### Clock wiring as the flow saved it

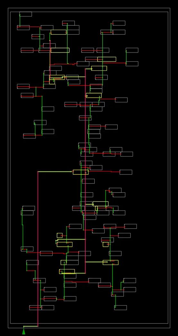
### Met2 routing

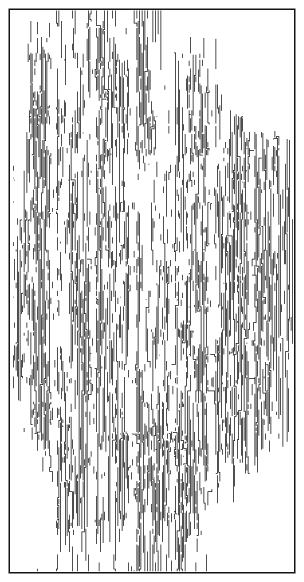
### Drive-strength map

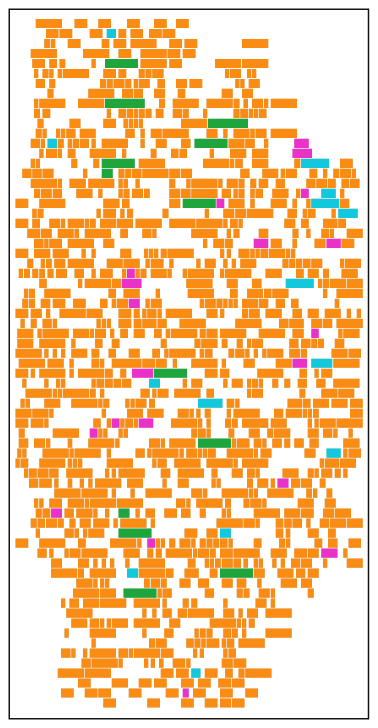
### Selected gate families

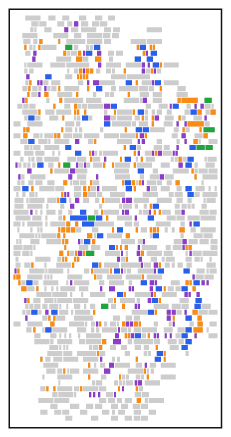
## config.mk

```make
export PLATFORM = sky130hd
export DESIGN_NAME = game_opcode_issuer
export DESIGN_NICKNAME = d
export VERILOG_FILES = /design/src/rtl/tetris_pkg.sv /design/src/rtl/game_opcode_issuer_gravity_timer.sv /design/src/rtl/game_opcode_issuer.sv
export SDC_FILE = /design/constraint.sdc
export NUM_CORES = 1
export LEC_CHECK = 0
export ABC_CLOCK_PERIOD_IN_PS = 12400
export CAP_MARGIN = 20
export CORE_ASPECT_RATIO = 2
export CORE_UTILIZATION = 45
export DETAILED_ROUTE_END_ITERATION = 8
export PLACE_DENSITY = 0.66
export SLEW_MARGIN = 30
export SYNTH_ARGS = -nofsm -noshare
export SYNTH_HDL_FRONTEND = slang
export SYNTH_HIERARCHICAL = 1
export SYNTH_SLANG_ARGS = --single-unit
```

## constraint.sdc

```tcl
create_clock -name clk_i -period 12.4 [get_ports clk_i]
set_input_delay 2.48 -clock clk_i [delete_from_list [all_inputs] [get_ports clk_i]]
set_output_delay 2.48 -clock clk_i [all_outputs]
set_load 0.005 [all_outputs]
```

## src/rtl/tetris_pkg.sv

```systemverilog
// Shared types for the game plate opcode interface and the opcode issuer.
// Holds the opcode set, the issuer states, pending-request bit positions and the line score table.
package tetris_pkg;

  typedef enum logic [2:0] {
    eNop,
    eNew,
    eMoveLeft,
    eMoveRight,
    eMoveDown,
    eRotate,
    eCommit,
    eCheck
  } opcode_e;

  // eDoCommit/eDoCheck are the states that issue eCommit/eCheck; the names
  // differ only because both enums share this package scope.
  typedef enum logic [3:0] {
    eIdle,
    eSpawn,
    eSelect,
    eIssue,
    eWait,
    eDrop,
    eDoCommit,
    eDoCheck,
    eNewPiece,
    eOver
  } issuer_state_e;

  localparam int PEND_ROT   = 0;
  localparam int PEND_LEFT  = 1;
  localparam int PEND_RIGHT = 2;
  localparam int PEND_DOWN  = 3;
  localparam int PEND_GRAV  = 4;

  localparam logic [4:0][10:0] SCORE_TABLE = {11'd1200, 11'd300, 11'd100, 11'd40, 11'd0};

  function automatic logic [10:0] score_base(input logic [2:0] n);
    return (n <= 3'd4) ? SCORE_TABLE[n] : 11'd0;
  endfunction

endpackage

```

## src/rtl/game_opcode_issuer_gravity_timer.sv

```systemverilog
// Level-scaled gravity timer: emits a one-cycle tick every period cycles while enabled.
// Period shrinks by gravity_step_p per level and never drops below gravity_min_p.
module gravity_timer #(
  parameter int unsigned gravity_base_p = 50000000,
  parameter int unsigned gravity_step_p = 4000000,
  parameter int unsigned gravity_min_p  = 2000000
) (
  input  logic       i_clk,
  input  logic       i_reset,
  input  logic       i_en,
  input  logic       i_clr,
  input  logic [3:0] i_level,
  output logic       o_tick
);

  logic [31:0] r_cnt;
  logic [31:0] w_prod;
  logic [31:0] w_period;
  logic [31:0] w_last;
  logic        w_wrap;

  assign w_prod = 32'(i_level) * gravity_step_p;

  // Clamp both the subtraction underflow and the minimum period.
  always_comb begin
    w_period = gravity_base_p - w_prod;
    if ((w_prod >= gravity_base_p) || ((gravity_base_p - w_prod) < gravity_min_p)) begin
      w_period = gravity_min_p;
    end
  end

  assign w_last = w_period - 32'd1;
  // >= so a level-up that shortens the period below the count still wraps at once.
  assign w_wrap = (r_cnt >= w_last);
  assign o_tick = i_en && !i_clr && w_wrap;

  always_ff @(posedge i_clk) begin
    if (i_reset || i_clr) begin
      r_cnt <= '0;
    end else if (i_en) begin
      r_cnt <= w_wrap ? 32'd0 : r_cnt + 32'd1;
    end
  end

endmodule

```

## src/rtl/game_opcode_issuer.sv

```systemverilog
// Opcode issuer for the game plate: serialises key and gravity requests into opcodes,
// runs the landing sequence and tracks lines, level, score and game over.
module game_opcode_issuer
  import tetris_pkg::*;
#(
  parameter int unsigned gravity_base_p = 50000000,
  parameter int unsigned gravity_step_p = 4000000,
  parameter int unsigned gravity_min_p  = 2000000,
  parameter int unsigned max_level_p    = 10
) (
  input  logic          clk_i,
  input  logic          reset_i,
  input  logic          start_i,
  input  logic          key_left_i,
  input  logic          key_right_i,
  input  logic          key_rotate_i,
  input  logic          key_down_i,
  input  logic          key_drop_i,
  output opcode_e       opcode_o,
  output logic          opcode_v_o,
  input  logic          ready_i,
  input  logic          done_i,
  output logic          yumi_o,
  input  logic          landed_i,
  input  logic          lose_i,
  input  logic [2:0]    line_elim_i,
  input  logic          line_elim_v_i,
  output logic [15:0]   lines_o,
  output logic [3:0]    level_o,
  output logic [19:0]   score_o,
  output logic          game_over_o,
  output issuer_state_e o_dbg_state
);

  issuer_state_e r_state, w_state_nxt, r_src;
  opcode_e       r_op, w_sel_op;
  logic [4:0]    r_pend, w_pend_set, w_pend_clr;
  logic          r_drop, w_xfer, w_accept, w_done_ok, w_land, w_piece_done;
  logic          w_grav_en, w_grav_tick;
  logic [2:0]    w_n;
  logic [3:0]    r_lil, r_level, w_lil_sum, w_level_nxt;
  logic          w_level_up;
  logic [15:0]   r_lines, w_pts;
  logic [16:0]   w_lines_sum;
  logic [19:0]   r_score;
  logic [20:0]   w_score_sum;

  // Request handshake: opcode_o/opcode_v_o hold steady until the cycle with
  // opcode_v_o && ready_i (the transfer); then eWait holds the single
  // outstanding op until done_i, acknowledged combinationally by yumi_o.
  assign w_xfer       = opcode_v_o && ready_i;
  assign w_accept     = (r_state != eIdle) && (r_state != eOver);
  assign w_done_ok    = (r_state == eWait) && done_i && !lose_i;
  assign w_land       = w_done_ok && (r_op == eMoveDown) && landed_i;
  assign w_piece_done = w_done_ok && (r_src == eNewPiece);
  assign w_grav_en    = r_state inside {eSelect, eIssue, eWait, eDrop};

  always_comb begin
    w_sel_op = eNop;
    if (r_pend[PEND_ROT])                          w_sel_op = eRotate;
    else if (r_pend[PEND_LEFT])                    w_sel_op = eMoveLeft;
    else if (r_pend[PEND_RIGHT])                   w_sel_op = eMoveRight;
    else if (r_pend[PEND_DOWN] || r_pend[PEND_GRAV]) w_sel_op = eMoveDown;
  end

  always_comb begin
    w_state_nxt = r_state;
    opcode_o    = eNop;
    opcode_v_o  = 1'b0;
    yumi_o      = 1'b0;
    case (r_state)
      eIdle:     if (start_i) w_state_nxt = eSpawn;
      eSpawn:    begin opcode_o = eNew;      opcode_v_o = 1'b1; end
      eSelect: begin
        if (r_drop)       w_state_nxt = eDrop;
        else if (|r_pend) w_state_nxt = eIssue;
      end
      eIssue:    begin opcode_o = r_op;      opcode_v_o = 1'b1; end
      eDrop:     begin opcode_o = eMoveDown; opcode_v_o = 1'b1; end
      eDoCommit: begin opcode_o = eCommit;   opcode_v_o = 1'b1; end
      eDoCheck:  begin opcode_o = eCheck;    opcode_v_o = 1'b1; end
      eNewPiece: begin opcode_o = eNew;      opcode_v_o = 1'b1; end
      eWait: begin
        yumi_o = done_i;
        if (done_i) begin
          if (lose_i)      w_state_nxt = eOver;
          else if (w_land) w_state_nxt = eDoCommit;
          else begin
            case (r_src)
              eDrop:     w_state_nxt = eDrop;
              eDoCommit: w_state_nxt = eDoCheck;
              eDoCheck:  w_state_nxt = eNewPiece;
              default:   w_state_nxt = eSelect;
            endcase
          end
        end
      end
      default: ;
    endcase
    if (w_xfer) w_state_nxt = eWait;
  end

  always_ff @(posedge clk_i) begin
    if (reset_i) begin
      r_state <= eIdle;
      r_src   <= eIdle;
      r_op    <= eNop;
    end else begin
      r_state <= w_state_nxt;
      if (w_xfer) begin
        r_op  <= opcode_o;
        r_src <= r_state;
      end else if ((r_state == eSelect) && (w_state_nxt == eIssue)) begin
        r_op  <= w_sel_op;
      end
    end
  end

  always_comb begin
    w_pend_set = {w_grav_tick, key_down_i, key_right_i, key_left_i, key_rotate_i} & {5{w_accept}};
    w_pend_clr = '0;
    if (w_xfer) begin
      case (opcode_o)
        eRotate:    w_pend_clr[PEND_ROT]   = 1'b1;
        eMoveLeft:  w_pend_clr[PEND_LEFT]  = 1'b1;
        eMoveRight: w_pend_clr[PEND_RIGHT] = 1'b1;
        eMoveDown: begin
          w_pend_clr[PEND_DOWN] = 1'b1;
          w_pend_clr[PEND_GRAV] = 1'b1;
        end
        default: ;
      endcase
    end
  end

  // A fresh pulse beats a same-cycle clear; a fresh piece starts with nothing queued.
  always_ff @(posedge clk_i) begin
    if (reset_i) begin
      r_pend <= '0;
      r_drop <= 1'b0;
    end else begin
      r_pend <= w_piece_done ? 5'd0 : ((r_pend & ~w_pend_clr) | w_pend_set);
      r_drop <= (r_drop && !w_land) || (key_drop_i && w_accept);
    end
  end

  assign w_n         = (line_elim_i <= 3'd4) ? line_elim_i : 3'd0;
  assign w_lil_sum   = r_lil + {1'b0, w_n};
  assign w_level_up  = (w_lil_sum >= 4'd10);
  assign w_level_nxt = (w_level_up && (r_level < 4'(max_level_p))) ? r_level + 4'd1 : r_level;
  // Points use the level reached after this report is applied.
  assign w_pts       = 16'(score_base(w_n)) * 16'({1'b0, w_level_nxt} + 5'd1);
  assign w_lines_sum = {1'b0, r_lines} + 17'(w_n);
  assign w_score_sum = {1'b0, r_score} + 21'(w_pts);

  always_ff @(posedge clk_i) begin
    if (reset_i) begin
      r_lines <= '0;
      r_level <= '0;
      r_lil   <= '0;
      r_score <= '0;
    end else if (line_elim_v_i) begin
      r_lines <= w_lines_sum[16] ? 16'hFFFF : w_lines_sum[15:0];
      r_score <= w_score_sum[20] ? 20'hFFFFF : w_score_sum[19:0];
      r_lil   <= w_level_up ? w_lil_sum - 4'd10 : w_lil_sum;
      r_level <= w_level_nxt;
    end
  end

  gravity_timer #(
    .gravity_base_p(gravity_base_p),
    .gravity_step_p(gravity_step_p),
    .gravity_min_p (gravity_min_p)
  ) u_gravity (
    .i_clk  (clk_i),
    .i_reset(reset_i),
    .i_en   (w_grav_en),
    .i_clr  (w_piece_done),
    .i_level(r_level),
    .o_tick (w_grav_tick)
  );

  assign lines_o     = r_lines;
  assign level_o     = r_level;
  assign score_o     = r_score;
  assign game_over_o = (r_state == eOver);
  assign o_dbg_state = r_state;

endmodule

```

==> qor.csv <==
metric,value,unit
fin_hold_ws,460,ps
floorplanUtilization,46.0,%
ff_type,sky130_fd_sc_hd__dfxtp_1,
detail_route.iter0.violations,229,
result_of_the_run,finished clean,
grt-ovfl-total,0,
ys_chip_area,8180,sq um
synth-seq-cells,92,
fp.dieArea,18800,sq um
worst_hold_path_type,flip-flop to flip-flop,
die-width,97.4,um
synth.yosys.seq_area_share,22.5,%
synth.largest_area_cell,sky130_fd_sc_hd__dfxtp_1,
critical_path_arrival,10310,ps
max-cap-violations,0,
most-common-layout-cells,"140 x sky130_fd_sc_hd__nor2_1, 92 x sky130_fd_sc_hd__dfxtp_1, 85 x sky130_fd_sc_hd__inv_1, 84 x sky130_fd_sc_hd__ha_1, 80 x sky130_fd_sc_hd__nand2_1",
critPathMaxFanout,7,
met2_usage,49.4,%
synthesis.nets,1136,
yosys_warnings,6,
clock_tree.buffer_depth,2,
detailedPlacementHpwl,16900,um
timing.critical_path.from_type,input port,
top_cells_by_area,"sky130_fd_sc_hd__dfxtp_1 23%, sky130_fd_sc_hd__ha_1 13%, sky130_fd_sc_hd__fa_1 8.1%",
edf_count,0,
warning_count,34,
wirelength,21300,um
use_met3,2.03,%
port_buffers,65,
num_io_pins,66,
cts_tree,done,
netlist.area_leader.share,22.5,%
hold_viol,0,
grtUsageMet1,21.2,%
grt_antenna_before_repair,0,
gr-max-usage-layer,met2,
worst_pin_slew,903,ps
synth_area,8180,sq um
die_height,193,um
yosys-top-cells-count,"140 x sky130_fd_sc_hd__nor2_1, 92 x sky130_fd_sc_hd__dfxtp_1, 85 x sky130_fd_sc_hd__inv_1",
dpl.cell_count,1254,
share_of_flip_flops_with_an_asynchronous_set_or_reset_after_synthesis,0,%
path_class,input port to flip-flop,
drive_gt1_share,4.45,%
synth_stat.cells,1003,
routed-via-count,7306,
synth_dominant_cell_count,sky130_fd_sc_hd__nor2_1,
detailedRoute.firstPassIterationCount,4,
synth_cell_types,86,
cts_setup_buffers,0,
static-leakage-power,3.89,nW
timing.final.crit_period,10060,ps
viasPerCell,5.75,
drtAntennaViolNets,0,
irDropWorstVdd,0.0639,mV
rows,69,
rsz0062_at_grt,false,
max_clock_freq,99.4,MHz
setup-tns-final,0,ps
postSynthAreaPerCell,8.16,sq um
clk_root_buffer_cell,sky130_fd_sc_hd__clkbuf_16,
layout_setup_ws,2340,ps
crit_path_end_kind,flip-flop,
cts_repair_resizes,0,
gp_routability_congestion,0.867,
portion_of_the_clock_cycle_consumed_by_the_worst_path_in_the_final_layout,81.2,%
grt_pass1_vias,7375,
grt_max_degree,60,
drc,0,
ctsHtreeMaxLevel,3,
grt_pass1_wl,35100,um
clkTransAtPathRegs,70,ps
worst_slack_placed,2030,ps
max-slew-margin-rel,39.7,%
antenna-diode-count,0,
drv_slew,0,
layout-area-overhead-vs-synth,14.0,%
final_nets,1185,
placeableCoreArea,17800,sq um
power.density,95.8,nW/um^2
cts_hold_buf,0,
worstPathRequired,12650,ps
synthesis.instances,1003,
final_setup_violation_count,0,
grt.total_usage,23.2,%
dr_wl_cell,16.8,um
## Picture notes: 'Clock wiring as the flow saved it'
cts bufs inserted: 9
Sink Count: 92
Worst Clk Skew: 5.36 ps
sequential cell count: 92
clock insertion delay at the later pin of the skew report: 350 ps

## Picture notes: 'Met2 routing'
nets with wire on the layer = 1017
longest straight run = 66.3 um
wire length on this layer = 12700 um
main direction = vertical
share of all routed wire = 60%

## Picture notes: 'Drive-strength map'
x6 and larger -> green  # cells 13, most used clkbuf_16
x2 -> magenta  # cells 20, most used or2_2
x3 and x4 -> cyan  # cells 14, most used buf_4
x1 and smaller -> orange  # cells 1010, most used nor2_1

## Picture notes: 'Selected gate families'
xor and xnor cells -> blue  # cells 73, most used xnor2_1
nand cells -> purple  # cells 137, most used nand2_1, where spread over the die
mux cells -> green  # cells 9, most used mux2i_1
nor cells -> orange  # cells 198, most used nor2_1, where spread over the die
non-filler instance count after layout: 1270
most frequently placed logic cell in the final layout: sky130_fd_sc_hd__nor2_1
combinational fraction of the cell area: 63.3%

## cells by family after synthesis
| family | Yosys count | synth area share (%) |
|---|---|---|
| flops | 92 | 22.5 |
| mux | 9 | 1.19 |
| buf+inv | 117 | 5.55 |
| simple gates | 387 | 23.6 |
| compound gates | 207 | 18.1 |
| fa+ha+maj | 118 | 21.0 |
| xor+xnor | 73 | 8.07 |
## stage by stage
step	cell area (sq um)	total power, mW	util (%)
2_1_floorplan	8180	0.509	-
3_3_place_gp	8990	0.594	50.6
4_1_cts	9330	0.901	52.4
5_1_grt	9330	0.946	52.4
6_report	9330	0.893	52.4
3_5_place_dp	9000	0.598	50.6
## power breakdown
| group | switching, mW | internal (mW) | total, mW |
|---|---|---|---|
| clock | 0.122 | 0.179 | 0.301 |
| sequential | 0.0389 | 0.319 | 0.357 |
| combinational | 0.130 | 0.105 | 0.235 |
## layer usage
layer / routed length (um) / part of all wire (%) / vias up
met1: 7440 / 35 / 3521
li1: - / - / 3642
met5: 0 / 0 / -
met2: 12700 / 60 / 99
met3: 385 / 1.8 / 44
met4: 756 / 3.5 / 0
## final timing paths
kind / startpoint / endpoint / slack (ps) / depth (start not counted)
min reg2reg: score_o[1] / score_o[1] / 460 / 2
max reg2reg: r_lil[2] / score_o[13] / 5210 / 20
min: score_o[1] / score_o[1] / 460 / 2
max: line_elim_i[0] / score_o[13] / 2340 / 24
## layout make-up
type | instances | area (sq um)
clock buffer | 10 | 229
clock inverter | 6 | 95.1
fill | 1732 | 8460
inverter | 87 | 327
multi-input combinational | 794 | 5900
sequential | 92 | 1840
tap | 213 | 267
timing repair buffer | 68 | 668
## critical path, stage by stage
cell and delay [ps]:
sky130_fd_sc_hd__clkdlybuf4s50_1 550, sky130_fd_sc_hd__nor2_1 240, sky130_fd_sc_hd__nand2_1 180, sky130_fd_sc_hd__inv_1 150, sky130_fd_sc_hd__ha_1 290, sky130_fd_sc_hd__and4b_1 230
sky130_fd_sc_hd__o31a_1 310, sky130_fd_sc_hd__a2111o_1 460, sky130_fd_sc_hd__xnor2_1 460, sky130_fd_sc_hd__ha_1 260, sky130_fd_sc_hd__inv_1 110, sky130_fd_sc_hd__nor4_1 720
sky130_fd_sc_hd__fa_1 560, sky130_fd_sc_hd__fa_1 550, sky130_fd_sc_hd__inv_1 50, sky130_fd_sc_hd__fa_1 530, sky130_fd_sc_hd__inv_1 40, sky130_fd_sc_hd__ha_1 340
sky130_fd_sc_hd__a21o_1 210, sky130_fd_sc_hd__a31o_2 220, sky130_fd_sc_hd__o21ai_0 650, sky130_fd_sc_hd__nor2b_1 310, sky130_fd_sc_hd__xor2_1 100, sky130_fd_sc_hd__a221oi_1 290
## sequential cells by signal (all words and copies together) (netlist names)
register	count
o_dbg_state	4
r_op	3
r_src	4
u_gravity/r_cnt	32
r_drop	1
r_pend	5
lines_o	16
r_lil	4
score_o	19
level_o	4
No activity file was given, so power comes from the tool's default toggle rates.
